==> images/gates.png <==
Scale bar: 20 um.
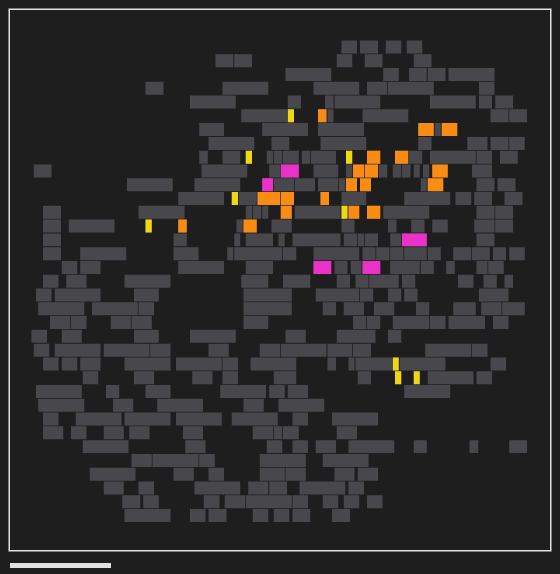
==> images/floorplan.png <==
Pins as bars on the die edge. Tap cells in gray.
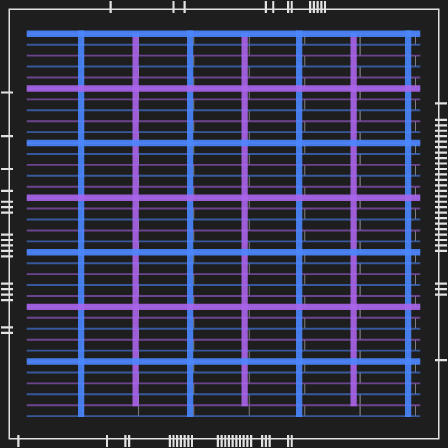
==> images/clock_wires.png <==
Scale bar: 20 um.
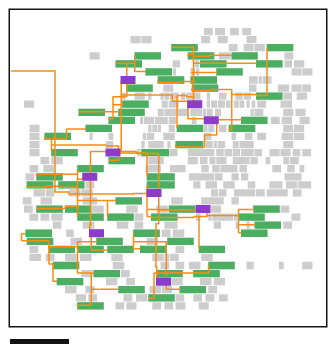
--- src/rtl/picoblaze_io_pkg.sv ---
// ============================================================================
// Module   : picoblaze_io_pkg
// Purpose  : Shared constants and configuration helpers for the PicoBlaze I/O hub.
// Revision : 1.0
// ============================================================================
`default_nettype none

package picoblaze_io_pkg;

   localparam logic [7:0] PORT_IRQ_MASK = 8'hF0;
   localparam logic [7:0] PORT_IRQ_PEND = 8'hF1;
   localparam logic [7:0] PORT_IRQ_ID   = 8'hF2;

   localparam int IRQ_ID_VALID = 7;

   localparam int MAX_NUM_OUT = 16;
   localparam int MAX_NUM_IN  = 16;
   localparam int MAX_NUM_IRQ = 8;

   function automatic bit port_in_range(input int base, input int n, input int port);
      return (port >= base) && (port < base + n);
   endfunction

   function automatic bit ctrl_port_overlap(input int base, input int n);
      return port_in_range(base, n, int'(PORT_IRQ_MASK)) ||
             port_in_range(base, n, int'(PORT_IRQ_PEND)) ||
             port_in_range(base, n, int'(PORT_IRQ_ID));
   endfunction

endpackage

`default_nettype wire

--- src/rtl/picoblaze_irq_ctrl.sv ---
// ============================================================================
// Module   : picoblaze_irq_ctrl
// Purpose  : Edge-capturing interrupt controller with mask, W1C pending and ack ID.
// Revision : 1.0
// ============================================================================
`default_nettype none

module picoblaze_irq_ctrl
   import picoblaze_io_pkg::*;
#(
   parameter int NUM_IRQ = 4
) (
   input  logic               clk,
   input  logic               reset_n,
   input  logic [NUM_IRQ-1:0] irq_src_i,
   input  logic               mask_we_i,
   input  logic               pend_w1c_i,
   input  logic [NUM_IRQ-1:0] wdata_i,
   input  logic               ack_i,
   output logic [NUM_IRQ-1:0] mask_o,
   output logic [NUM_IRQ-1:0] pend_o,
   output logic [7:0]         irq_id_o,
   output logic               interrupt_o
);

   logic [NUM_IRQ-1:0] src_q, prev_q, pend_q, pend_d, mask_q;
   logic [NUM_IRQ-1:0] w_hit, w_ack_clr, w_w1c;
   logic [7:0]         irq_id_q, irq_id_d;
   logic               ack_hold_q, interrupt_q, interrupt_d;

   always_comb begin
      w_hit     = pend_q & mask_q;
      w_ack_clr = '0;
      irq_id_d  = irq_id_q;
      if (ack_i) begin
         irq_id_d = 8'h00;
         // descending scan leaves the lowest active index selected
         for (int k = NUM_IRQ - 1; k >= 0; k--) begin
            if (w_hit[k]) begin
               w_ack_clr               = '0;
               w_ack_clr[k]            = 1'b1;
               irq_id_d                = 8'h00;
               irq_id_d[IRQ_ID_VALID]  = 1'b1;
               irq_id_d[2:0]           = 3'(k);
            end
         end
      end
      w_w1c       = pend_w1c_i ? wdata_i : '0;
      pend_d      = (pend_q & ~(w_ack_clr | w_w1c)) | (src_q & ~prev_q);
      interrupt_d = (|w_hit) & ~(ack_i | ack_hold_q);
   end

   always_ff @(posedge clk or negedge reset_n) begin
      if (!reset_n) begin
         src_q       <= '0;
         prev_q      <= '0;
         pend_q      <= '0;
         mask_q      <= '1;
         irq_id_q    <= 8'h00;
         ack_hold_q  <= 1'b0;
         interrupt_q <= 1'b0;
      end else begin
         src_q       <= irq_src_i;
         prev_q      <= src_q;
         pend_q      <= pend_d;
         if (mask_we_i) mask_q <= wdata_i;
         irq_id_q    <= irq_id_d;
         ack_hold_q  <= ack_i;
         interrupt_q <= interrupt_d;
      end
   end

   assign mask_o      = mask_q;
   assign pend_o      = pend_q;
   assign irq_id_o    = irq_id_q;
   assign interrupt_o = interrupt_q;

endmodule

`default_nettype wire

--- src/rtl/picoblaze_io_hub.sv ---
// ============================================================================
// Module   : picoblaze_io_hub
// Purpose  : Port decode, output registers, input mux and IRQ controller for pacoblaze3.
// Revision : 1.0
// ============================================================================
`default_nettype none

module picoblaze_io_hub
   import picoblaze_io_pkg::*;
#(
   parameter int         NUM_OUT  = 4,
   parameter int         NUM_IN   = 2,
   parameter int         NUM_IRQ  = 4,
   parameter logic [7:0] OUT_BASE = 8'h80,
   parameter logic [7:0] IN_BASE  = 8'h00
) (
   input  logic                  clk,
   input  logic                  reset_n,
   input  logic [7:0]            port_id,
   input  logic [7:0]            out_port,
   input  logic                  write_strobe,
   input  logic                  read_strobe,
   output logic [7:0]            in_port,
   output logic                  interrupt,
   input  logic                  interrupt_ack,
   input  logic [8*NUM_IN-1:0]   in_data,
   output logic [8*NUM_OUT-1:0]  out_data,
   output logic [NUM_OUT-1:0]    out_wr,
   input  logic [NUM_IRQ-1:0]    irq_src
);

   localparam bit c_CFG_BAD =
      (NUM_OUT < 1) || (NUM_OUT > MAX_NUM_OUT) ||
      (NUM_IN  < 1) || (NUM_IN  > MAX_NUM_IN)  ||
      (NUM_IRQ < 1) || (NUM_IRQ > MAX_NUM_IRQ) ||
      (int'(OUT_BASE) + NUM_OUT > 256) || (int'(IN_BASE) + NUM_IN > 256) ||
      ctrl_port_overlap(int'(OUT_BASE), NUM_OUT) ||
      ctrl_port_overlap(int'(IN_BASE), NUM_IN) ||
      ((int'(OUT_BASE) < int'(IN_BASE) + NUM_IN) && (int'(IN_BASE) < int'(OUT_BASE) + NUM_OUT));

   if (c_CFG_BAD) begin : g_cfg_error
      $error("picoblaze_io_hub: invalid parameters or overlapping port map");
   end

   logic [NUM_OUT-1:0]   w_out_we;
   logic [8*NUM_OUT-1:0] out_data_q;
   logic [NUM_OUT-1:0]   out_wr_q;
   logic [7:0]           in_port_q, in_port_d;
   logic [NUM_IRQ-1:0]   w_irq_mask, w_irq_pend;
   logic [7:0]           w_irq_id;
   logic                 w_unused_read_strobe;

   // read_strobe is informational only: in_port is refreshed every cycle
   assign w_unused_read_strobe = read_strobe;

   for (genvar i = 0; i < NUM_OUT; i++) begin : g_out_dec
      localparam logic [7:0] c_ADDR = 8'(int'(OUT_BASE) + i);
      assign w_out_we[i] = write_strobe && (port_id == c_ADDR);
   end

   always_ff @(posedge clk or negedge reset_n) begin
      if (!reset_n) begin
         out_data_q <= '0;
         out_wr_q   <= '0;
         in_port_q  <= 8'h00;
      end else begin
         out_wr_q  <= w_out_we;
         in_port_q <= in_port_d;
         for (int i = 0; i < NUM_OUT; i++) begin
            if (w_out_we[i]) out_data_q[8*i +: 8] <= out_port;
         end
      end
   end

   always_comb begin
      in_port_d = 8'h00;
      for (int i = 0; i < NUM_IN; i++) begin
         if (port_id == 8'(int'(IN_BASE) + i)) in_port_d = in_data[8*i +: 8];
      end
      case (port_id)
         PORT_IRQ_MASK: in_port_d = 8'(w_irq_mask);
         PORT_IRQ_PEND: in_port_d = 8'(w_irq_pend);
         PORT_IRQ_ID:   in_port_d = w_irq_id;
         default:       ;
      endcase
   end

   picoblaze_irq_ctrl #(
      .NUM_IRQ (NUM_IRQ)
   ) u_irq_ctrl (
      .clk         (clk),
      .reset_n     (reset_n),
      .irq_src_i   (irq_src),
      .mask_we_i   (write_strobe && (port_id == PORT_IRQ_MASK)),
      .pend_w1c_i  (write_strobe && (port_id == PORT_IRQ_PEND)),
      .wdata_i     (out_port[NUM_IRQ-1:0]),
      .ack_i       (interrupt_ack),
      .mask_o      (w_irq_mask),
      .pend_o      (w_irq_pend),
      .irq_id_o    (w_irq_id),
      .interrupt_o (interrupt)
   );

   assign out_data = out_data_q;
   assign out_wr   = out_wr_q;
   assign in_port  = in_port_q;

endmodule

`default_nettype wire

--- config.mk ---
export PLATFORM = sky130hd
export DESIGN_NAME = picoblaze_io_hub
export DESIGN_NICKNAME = d
export VERILOG_FILES = /design/src/rtl/picoblaze_io_pkg.sv /design/src/rtl/picoblaze_irq_ctrl.sv /design/src/rtl/picoblaze_io_hub.sv
export SDC_FILE = /design/constraint.sdc
export NUM_CORES = 1
export LEC_CHECK = 0
export CAP_MARGIN = 5
export CORE_MARGIN = 4
export CORE_UTILIZATION = 28
export CTS_BUF_LIST = sky130_fd_sc_hd__clkbuf_8
export DETAILED_ROUTE_END_ITERATION = 7
export PLACE_DENSITY = 0.61
export RECOVER_POWER = 25
export SYNTH_ARGS = -nofsm -noshare
export SYNTH_HDL_FRONTEND = slang
export SYNTH_HIERARCHICAL = 1
export SYNTH_SLANG_ARGS = --single-unit
--- constraint.sdc ---
create_clock -name clk -period 1.28 [get_ports clk]
set_input_delay 0.128 -clock clk [delete_from_list [all_inputs] [get_ports clk]]
set_output_delay 0.128 -clock clk [all_outputs]
set_load 0.01 [all_outputs]
==> flow_summary_export.csv <==
group,metric,value,unit
cells_and_area,largest_reg_flops,32,
critical_path,crit_start,"port_id[3]",
final_timing,setup_tns,0,ps
final_timing,fmax,824,MHz
cells_and_area,finalInstanceArea,0.00416,mm2
logic_synthesis,common_cells,"61 x dfrtp_1, 44 x mux2_2, 9 x inv_1, 9 x nand2_1, 7 x nand3_1",
critical_path,path_depth,5,
critical_path,path_buffers,2,
cells_and_area,signal_buffers,120,
die,io_pins,86,
critical_path,start_kind,"input port",
cts,cts-root-buf,"clkbuf_8",
power,power.total,0.00435,W
global_route,grtUsageTotal,13.2,%
power,p_per_area,1050,mW/mm2
cells_and_area,regArea,0.00163,mm2
routing,first_pass_iters,3,
critical_path,max_stage_delay,330,ps
run_status,status,"complete, no violations",
logic_synthesis,ys.flops,65,
cts,cts-hold-fix-buffers,1,
logic_synthesis,async_flop_share,100,%
logic_synthesis,edf_count,0,
global_route,antenna_found_initial,0,
cells_and_area,largest_cell_class,"sequential cells",
cells_and_area,final_util,44.6,%
routing,drcViolationCount,0,
placed_design,hpwl,4990,um
logic_synthesis,ys_sh_simple,10.0,%
routing,routed_wl,6880,um
logic_synthesis,synthXorXnorAreaFrac,0,%
Back to the opening pictures, gates.png:
Orange shows aoi and oai cells, cells 19, most used a22oi_1. Magenta shows and/or cells, cells 5, most used and4b_1, where middle. Yellow shows inv cells, cells 9, most used inv_1.
most used logic cell in the final layout: dfrtp_1
multi-input gate share of total cell area: 25.7%

Back to the opening pictures, floorplan.png:
Purple shows VDD. Blue shows VSS.
86 signal pins sit on the boundary. 7 straps on met5.
IR drop worst, VDD: 0.556 mV
Die W: 107 um
Die H: 107 um
core box area: 0.00933 mm2

Back to the opening pictures, clock_wires.png:
Green shows flip-flops, count 65. Purple shows clock-net drivers, count 9. Orange shows clock wires, length 925 um.
There are 10 routed clock nets. Position of the flops: widely spread.

No activity file was given, so power comes from the tool's default toggle rates.
